`src/rtl/debounce_sync_array.sv`:
```
// Multi-channel synchronizer and debouncer. Each channel has its own
// qualification FSM that produces a clean level, rise/fall pulses and optional rise auto-repeat.
module debounce_sync_array #(
  parameter int CHANNELS        = 4,
  parameter int SYNC_STAGES     = 2,
  parameter int ASSERT_CYCLES   = 16,
  parameter int DEASSERT_CYCLES = 10,
  parameter int REPEAT_CYCLES   = 0
) (
  input  logic                clk_i,
  input  logic                reset_i,
  input  logic [CHANNELS-1:0] data_i,
  output logic [CHANNELS-1:0] level_o,
  output logic [CHANNELS-1:0] rise_o,
  output logic [CHANNELS-1:0] fall_o,
  output logic                any_rise_o
);

  localparam int QUAL_MAX = (ASSERT_CYCLES > DEASSERT_CYCLES) ? ASSERT_CYCLES : DEASSERT_CYCLES;
  localparam int QW       = $clog2(QUAL_MAX + 1);
  localparam int RW       = (REPEAT_CYCLES > 0) ? $clog2(REPEAT_CYCLES + 1) : 1;
  localparam int REP_LAST = (REPEAT_CYCLES > 0) ? REPEAT_CYCLES - 1 : 0;

  localparam logic [QW-1:0] A_TERM = QW'(ASSERT_CYCLES - 1);
  localparam logic [QW-1:0] D_TERM = QW'(DEASSERT_CYCLES - 1);
  localparam logic [RW-1:0] R_TERM = RW'(REP_LAST);
  localparam logic [QW-1:0] Q_ONE  = QW'(1);
  localparam logic [RW-1:0] R_ONE  = RW'(1);

  typedef enum logic {
    LOW  = 1'b0,
    HIGH = 1'b1
  } state_t;

  logic [CHANNELS-1:0] rise_next;

  for (genvar c = 0; c < CHANNELS; c++) begin : g_chan
    logic [SYNC_STAGES-1:0] sync_q;
    logic                   s;
    state_t                 state_q, state_d;
    logic [QW-1:0]          qual_q, qual_d;
    logic [RW-1:0]          rep_q, rep_d;
    logic                   rise_d, fall_d;
    logic                   level_q, rise_q, fall_q;

    always_ff @(posedge clk_i or posedge reset_i) begin
      if (reset_i) begin
        sync_q <= '0;
      end else begin
        sync_q <= {sync_q[SYNC_STAGES-2:0], data_i[c]};
      end
    end

    assign s = sync_q[SYNC_STAGES-1];

    // Counters clear on their terminal count, so they can never wrap.
    always_comb begin
      state_d = state_q;
      qual_d  = qual_q;
      rep_d   = rep_q;
      rise_d  = 1'b0;
      fall_d  = 1'b0;
      case (state_q)
        LOW: begin
          if (s) begin
            if (qual_q == A_TERM) begin
              state_d = HIGH;
              qual_d  = '0;
              rep_d   = '0;
              rise_d  = 1'b1;
            end else begin
              qual_d = qual_q + Q_ONE;
            end
          end else begin
            qual_d = '0;
          end
        end
        HIGH: begin
          if (!s) begin
            rep_d = '0;
            if (qual_q == D_TERM) begin
              state_d = LOW;
              qual_d  = '0;
              fall_d  = 1'b1;
            end else begin
              qual_d = qual_q + Q_ONE;
            end
          end else begin
            qual_d = '0;
            if (REPEAT_CYCLES > 0) begin
              if (rep_q == R_TERM) begin
                rise_d = 1'b1;
                rep_d  = '0;
              end else begin
                rep_d = rep_q + R_ONE;
              end
            end
          end
        end
        default: begin
          state_d = LOW;
          qual_d  = '0;
          rep_d   = '0;
        end
      endcase
    end

    always_ff @(posedge clk_i or posedge reset_i) begin
      if (reset_i) begin
        state_q <= LOW;
        qual_q  <= '0;
        rep_q   <= '0;
        level_q <= 1'b0;
        rise_q  <= 1'b0;
        fall_q  <= 1'b0;
      end else begin
        state_q <= state_d;
        qual_q  <= qual_d;
        rep_q   <= rep_d;
        level_q <= (state_d == HIGH);
        rise_q  <= rise_d;
        fall_q  <= fall_d;
      end
    end

    assign rise_next[c] = rise_d;
    assign level_o[c]   = level_q;
    assign rise_o[c]    = rise_q;
    assign fall_o[c]    = fall_q;
  end

  // Registered from the same next-state terms so it lines up with rise_o.
  always_ff @(posedge clk_i or posedge reset_i) begin
    if (reset_i) begin
      any_rise_o <= 1'b0;
    end else begin
      any_rise_o <= |rise_next;
    end
  end

endmodule
```
`config.mk`:
```
export PLATFORM = sky130hd
export DESIGN_NAME = debounce_sync_array
export DESIGN_NICKNAME = d
export VERILOG_FILES = /design/src/rtl/debounce_sync_array.sv
export SDC_FILE = /design/constraint.sdc
export NUM_CORES = 1
export LEC_CHECK = 0
export ABC_AREA = 1
export CORE_UTILIZATION = 30
export DETAILED_ROUTE_END_ITERATION = 12
export GPL_TIMING_DRIVEN = 0
export PLACE_DENSITY = 0.51
export SETUP_SLACK_MARGIN = 0.3
export SLEW_MARGIN = 20
export SYNTH_ARGS = -nofsm -noshare
export SYNTH_HDL_FRONTEND = slang
export SYNTH_SLANG_ARGS = --single-unit
```
`constraint.sdc`:
```
create_clock -name clk_i -period 3.5 [get_ports clk_i]
set_clock_uncertainty 0.05 [all_clocks]
set_input_delay 0.7 -clock clk_i [delete_from_list [all_inputs] [get_ports clk_i]]
set_output_delay 0.7 -clock clk_i [all_outputs]
set_load 0.02 [all_outputs]
```
==> run_1/pins.png <==
Drawn at 6 px/um. Pins as bars across the die edge, other pins in gray.
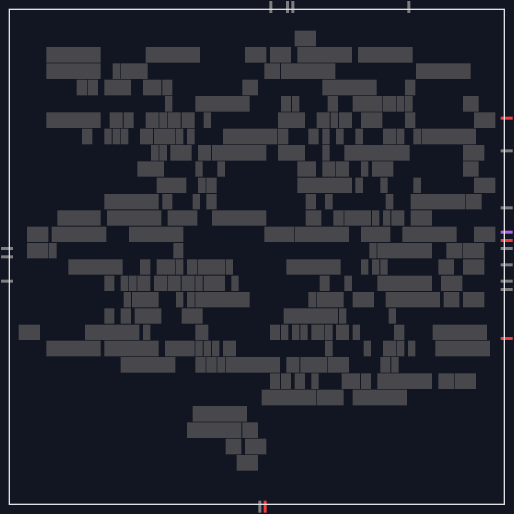
purple -> any_rise_o  # pins 1, direction output, edge east
red -> fall_o  # pins 4, direction output, edge 3 east, 1 south
all pins by edge = 10 east, 4 north, 3 west, 2 south

==> run_1/met2.png <==
Drawn at 6 px/um.
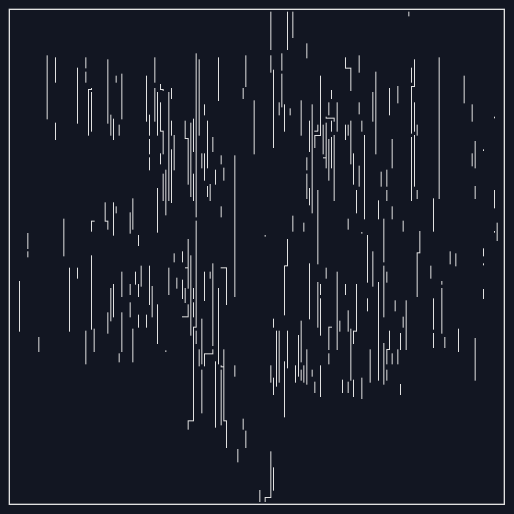
wire length on this layer = 1330 um
longest straight run = 27.2 um
nets with wire on the layer = 183
main direction = vertical
share of all routed wire = 46%

==> changes_impl.md, run 1 <==
### Physical design

- Endpoints failing hold: 0
- Antenna violations before repair: 0
- Period utilisation layout: between 60% and 70%
- Hold-fix buffer count after cts: 0
- HPWL reported at the end of detailed placement: ~2200 um
- VDD IR max: around 0.00021 V
- Largest stage delay, worst path: 590 ps
- Syn_area_per_cell: between 9 and 10 um^2
- Number of detailed-routing iterations run before antenna repair: 4
- Cells traversed along the worst timing path: buf_4 -> clkdlybuf4s50_1
- Total clock buffers created by CTS: 5
- FFs w/ async S/R, synth: 100.0%
- Average wire per standard cell: 9.710 um
- Nets at Floorplan: about 220
- CP bufs+invs: 2
- P_sw: about 0.2 mW
- RSZ-0062 raised after global routing: no
- Layout cells sized above 1: around a fifth
- Yosys warnings: 0
- Routed vias/inst: approximately 4.3
- Post-route insts no fill: 300
- Cell count listed in synth_stat.txt: 198
- Crit path max fanout: 4
- Launching point of the worst reg2reg path: g_chan[1].qual_q[0]
- Total power after layout: about 0.95 mW
- Top FF cell, synth: sky130_fd_sc_hd__dfrtp_1
- Cell depth of the worst min-delay path: 0
- Count of final max-slew check failures: 0
- Worst Setup SP: g_chan[1].level_q
- Instance count of the mapped netlist: approximately 200
- Sequential Power Share: between 50% and 60%
- Count of tool warnings: 30
- Die Y-Extent: around 80 um
- Arrival time of the worst setup path: 1420 ps
- Largest regs: g_chan.qual_q: 20 flops, g_chan.sync_q: 8 flops
- Final instance area: 0.002344 mm^2
- Vias in the first global route: about 1200
- Max_cap viols: 0
- R2R Path End: g_chan[1].qual_q[4]
- Adders+Majority by Area: 7.767%
- Most common library cells after synthesis: sky130_fd_sc_hd__dfrtp_1, sky130_fd_sc_hd__inv_1, sky130_fd_sc_hd__nand2_1
- Most frequent cells in the layout: sky130_fd_sc_hd__dfrtp_1, sky130_fd_sc_hd__inv_1, sky130_fd_sc_hd__nand2_1
- Via count: roughly 1300
- Part of the total power dissipated in the clock network: 41.0%
- Smallest hold slack: just over 300 ps
- Fraction of post-synthesis cell area in the top cell type by area: a little over half
- Cell row count: 28
- Critical Path Stages: 2
- Depth of the worst register-to-register path: 6
- Commonest non-fill, non-tap cell in the layout: sky130_fd_sc_hd__dfrtp_1
- Part of the total power dissipated in combinational logic: approximately 5.5%
- Time the final worst path needs with I/O delays and setup: around 2200 ps
- CTS HTree Levels: 2
- Core outline area: roughly 0.0061 mm^2
- Placer Congestion: slightly below 0.7
- Overall die width: between 80 and 90 um
- Type of the worst min-delay path: register to register
- Synth-to-layout area growth: 21.23%
- Simple-gate share of the synthesized area: between 10% and 20%
- Clock-net power: ~0.4 mW
- Count leader, synth: sky130_fd_sc_hd__dfrtp_1
- Top cells, area: sky130_fd_sc_hd__dfrtp_1, sky130_fd_sc_hd__ha_1, sky130_fd_sc_hd__inv_1
- Critical path capture point type: primary output
- Data required time at the worst endpoint: 2750 ps
- Clock transition at the register clock pins on the worst setup and hold paths after CTS: 80 ps
- Filler cell count in the final layout: between 600 and 700
- Root buffer cell: sky130_fd_sc_hd__clkbuf_8
- Main logic family: simple AND/OR/NAND/NOR gates
- Maximum number of pins on one net before global-route repair: 31
- Count of unresolved DRC violations after routing: 0
- Hold EP: g_chan[0].sync_q[1]
- Slack of the worst reg-to-reg path: between 2000 and 2500 ps
- Share of the yosys chip area belonging to registers: a little over half
- Startpoint of the tightest hold check path: g_chan[0].sync_q[0]
- Post-Route Setup TNS: 0 ps
- Final design utilization: 38.67%
- Diode count: 0
- Run status: completed
- Top contributor to total power: registers
- Post-CTS setup buffer count: 0
- Overall overflow remaining after global route: 0
- Syn Std Cell Area: 0.001933 mm^2
- Total of flip-flops plus latches after synthesis: about 41
- Compound-Gate Fraction of Synth Area: 6.214%
- Final wirelength: 2913 um
==> run_1/port_nets.png <==
Drawn at 3 px/um.
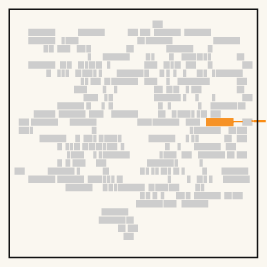
orange -> any_rise_o  # bits 1, direction output, edge east, end cells 1, buffers 1, wire 4.90 um
count of boundary I/O pins: 19
port buffer count: 18

-- run 1: per-layer routing --
| layer | wire, um | track usage [%] | part of all wire, % |
|---|---|---|---|
| met1 | 1421 | 12.29 | 49 |
| met2 | 1328 | 16.86 | 46 |
| met3 | 91 | 2.637 | 3.1 |
| met4 | 72 | 5.789 | 2.5 |
| met5 | 0 | 0 | 0 |
-- run 1: area by class of cell --
class / instances / area [um^2] / area share [%]
Inverter: 34 / 127.6 / 5.446
Multi-Input combinational cell: 111 / 689.4 / 29.42
Timing Repair Buffer: 19 / 200.2 / 8.542
Clock buffer: 7 / 86.33 / 3.684
Sequential cell: 41 / 1026 / 43.78
Tap cell: 75 / 93.84 / 4.004
Clock inverter: 1 / 30.03 / 1.281
Buffer: 12 / 90.09 / 3.844
==> run 1 -> run 2 <==
--- a/config.mk
+++ b/config.mk
@@ -9,7 +9,7 @@
 export CORE_UTILIZATION = 30
 export DETAILED_ROUTE_END_ITERATION = 12
 export GPL_TIMING_DRIVEN = 0
-export PLACE_DENSITY = 0.51
+export PLACE_DENSITY = 0.53
 export SETUP_SLACK_MARGIN = 0.3
 export SLEW_MARGIN = 20
 export SYNTH_ARGS = -nofsm -noshare
==> constraint.sdc (replaced) <==
create_clock -name clk_i -period 1.75 [get_ports clk_i]
set_clock_uncertainty 0.05 [all_clocks]
set_input_delay 0.35 -clock clk_i [delete_from_list [all_inputs] [get_ports clk_i]]
set_output_delay 0.35 -clock clk_i [all_outputs]
set_load 0.02 [all_outputs]
==> run_2/pins.png <==
Drawn at 6 px/um. Pins as bars across the die edge, other pins in gray.
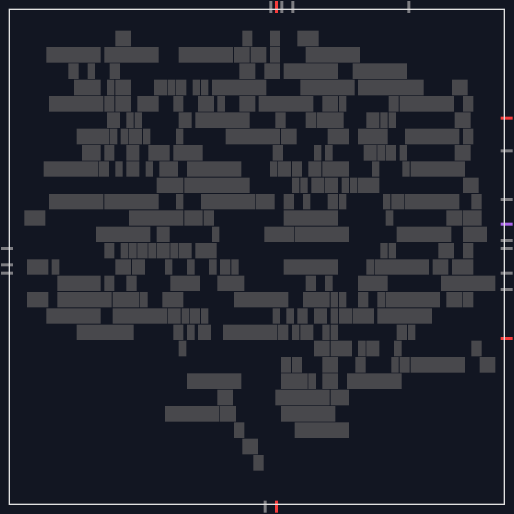
red -> fall_o  # pins 4, direction output, edge 2 east, 1 north, 1 south
purple -> any_rise_o  # pins 1, direction output, edge east
all pins by edge = 9 east, 5 north, 3 west, 2 south
Die Y-Extent: 82.27 um
overall die width: 82.27 um

==> run_2/final_placement.png <==
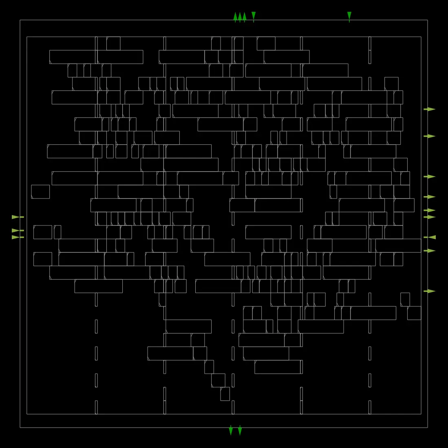
TAP cells: 75
post-route insts no fill: 315
proportion of cell area occupied by registers: 41.70%
number of sequential cells: 41

==> run 2 against run 1 <==
Area after synthesis unchanged. Register-to-register slack got worse by 1700 ps. Die size unchanged. Critical path type unchanged.
==> changes_impl.md, run 2 <==
### Physical design

- Endpoints failing hold: 0 (unchanged)
- Maximum number of pins on one net before global-route repair: 27 (was 31)
- Part of the total power dissipated in the clock network: 43.8% (was 41.0%)
- Depth of the worst register-to-register path: 6 (unchanged)
- Critical Path Stages: 2 (unchanged)
- Count of tool warnings: 31 (was 30)
- Data required time at the worst endpoint: 1350 ps (was 2750 ps)
- Clock network area share: 5.434% (was 4.965%)
- Count leader, synth: sky130_fd_sc_hd__dfrtp_1 (unchanged)
- Number of detailed-routing iterations run before antenna repair: 4 (unchanged)
- Clock-net power: 0.899 mW (was 0.389 mW)
- Average wire per standard cell: 10.06 um (was 9.710 um)
- Final design utilization: 40.65% (was 38.67%)
- Number of multi-input combinational cells: 111 (unchanged)
- Routed vias/inst: 4.356 (was 4.297)
- Top cells, area: sky130_fd_sc_hd__dfrtp_1, sky130_fd_sc_hd__ha_1, sky130_fd_sc_hd__inv_1 (unchanged)
- HPWL reported at the end of detailed placement: 2177 um (was 2180 um)
- Cells traversed along the worst timing path: buf_4 -> clkdlybuf4s15_2 (was buf_4 -> clkdlybuf4s50_1)
- Total power after layout: 2.051 mW (was 0.9476 mW)
- CTS HTree Levels: 2 (unchanged)
- Run status: completed (unchanged)
- Core outline area: 0.006061 mm^2 (unchanged)
- Placed Instances: 292 (unchanged)
- Synth-to-layout area growth: 27.44% (was 21.23%)
- Top Family by Delay on Critical Path: flip-flops (was buffers and inverters)
- Post-CTS setup buffer count: 3 (was 0)
- Overall overflow remaining after global route: 0 (unchanged)
- Arrival time of the worst setup path: 1000 ps (was 1420 ps)
- CP bufs+invs: 2 (unchanged)
- P_sw: 0.4391 mW (was 0.2032 mW)
- Vias in the first global route: 1269 (was 1224)
- Max_cap viols: 0 (unchanged)
- Net count, final: 257 (was 242)
- Instance count of the mapped netlist: 198 (unchanged)
- Via count: 1372 (was 1289)
- Worst Setup SP: g_chan[2].rise_q (was g_chan[1].level_q)
- Slack of the worst reg-to-reg path: 390 ps (was 2070 ps)
- Total of flip-flops plus latches after synthesis: 41 (unchanged)
- Crit path max fanout: 1 (was 4)
- Share of the yosys chip area belonging to registers: 53.07% (unchanged)
- Diode count: 0 (unchanged)
- Total clock buffers created by CTS: 5 (unchanged)
- Final instance area: 0.002464 mm^2 (was 0.002344 mm^2)
- Clock tree from TritonCTS: built (unchanged)
- Critical path capture point type: primary output (unchanged)
- Area taken by flip-flops and latches: 0.001027 mm^2 (was 0.001026 mm^2)
- Cell type taking the most area: registers (unchanged)
- R2R Path End: g_chan[1].qual_q[4] (unchanged)
- Launching point of the worst reg2reg path: g_chan[1].qual_q[0] (unchanged)
- Yosys warnings: 0 (unchanged)
- Fraction of area in multi-input gates: 29.76% (was 29.42%)
- Number of non-clock buffers: 46 (was 31)
- Maximum achievable frequency: between 0.7 and 0.8 GHz
- FFs w/ async S/R, synth: 100.0% (unchanged)
- Combinational gate power: 0.134 mW (was 0.0520 mW)
- Clock buffer instance count of the final layout: 5 (was 7)
- Period utilisation layout: about four fifths
- Top FF cell, synth: sky130_fd_sc_hd__dfrtp_1 (unchanged)
- RSZ-0062 raised after global routing: no (unchanged)
- Nets at Floorplan: 216 (unchanged)
- Layout cells sized above 1: 32.92% (was 20.00%)
- Commonest non-fill, non-tap cell in the layout: sky130_fd_sc_hd__dfrtp_1 (unchanged)
- Fraction of post-synthesis cell area in the top cell type by area: 53.07% (unchanged)
- Cell row count: 28 (unchanged)
- VDD IR max: 0.0004580 V (was 0.0002082 V)
- Final wirelength: 3168 um (was 2913 um)
- Hold-fix buffer count after cts: 0 (unchanged)
- Logic area: 733.2 um^2 (was 689.4 um^2)
- Worst-case setup margin in the final layout: 345.1 ps (was 1335 ps)
- Count of final max-slew check failures: 0 (unchanged)
- Most common library cells after synthesis: sky130_fd_sc_hd__dfrtp_1, sky130_fd_sc_hd__inv_1, sky130_fd_sc_hd__nand2_1 (unchanged)
- Logic inverters: 34 (unchanged)
- Syn_area_per_cell: 9.763 um^2 (unchanged)
- Crit Path Class: register to primary output (unchanged)
- Count of boundary I/O pins: 19 (unchanged)
- Antenna violations before repair: 0 (unchanged)
- Sequential Power Share: 49.7% (was 53.5%)
- Port buffer count: 18 (unchanged)
- Top contributor to total power: registers (unchanged)
- Largest regs: g_chan.qual_q: 20 flops, g_chan.sync_q: 8 flops (unchanged)
==> run_2/port_nets.png <==
Drawn at 3 px/um.
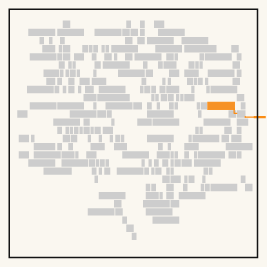

## run 2: cell families (layout without fill, tap and decap cells)
| group | count (synthesis) | after routing | share of synthesized area [%] |
|---|---|---|---|
| and+or+nand+nor | 71 | 71 | 19.87 |
| buffers and inverters | 46 | 88 | 11.26 |
| DFF | 41 | 41 | 53.07 |
| AOI/OAI and AO/OA | 24 | 24 | 6.214 |
| adders and majority gates | 12 | 12 | 7.767 |
| xor gates and xnor gates | 4 | 4 | 1.812 |
## run 2: through the flow
stage	setup TNS, ps	hold slack (ps)
2_1_floorplan	0	281.2
3_3_place_gp	-21240	283.7
3_5_place_dp	0	284.7
4_1_cts	0	299.9
5_1_grt	0	305.5
6_report	0	299.1
## run 2: metal layers
metal	global-route usage (%)	wire length (um)
met3	2.637	124
met1	13.71	1564
met2	16.78	1405
met5	0	0
met4	5.263	74
Power figures rest on the tool's default switching activity, not on a simulated workload.
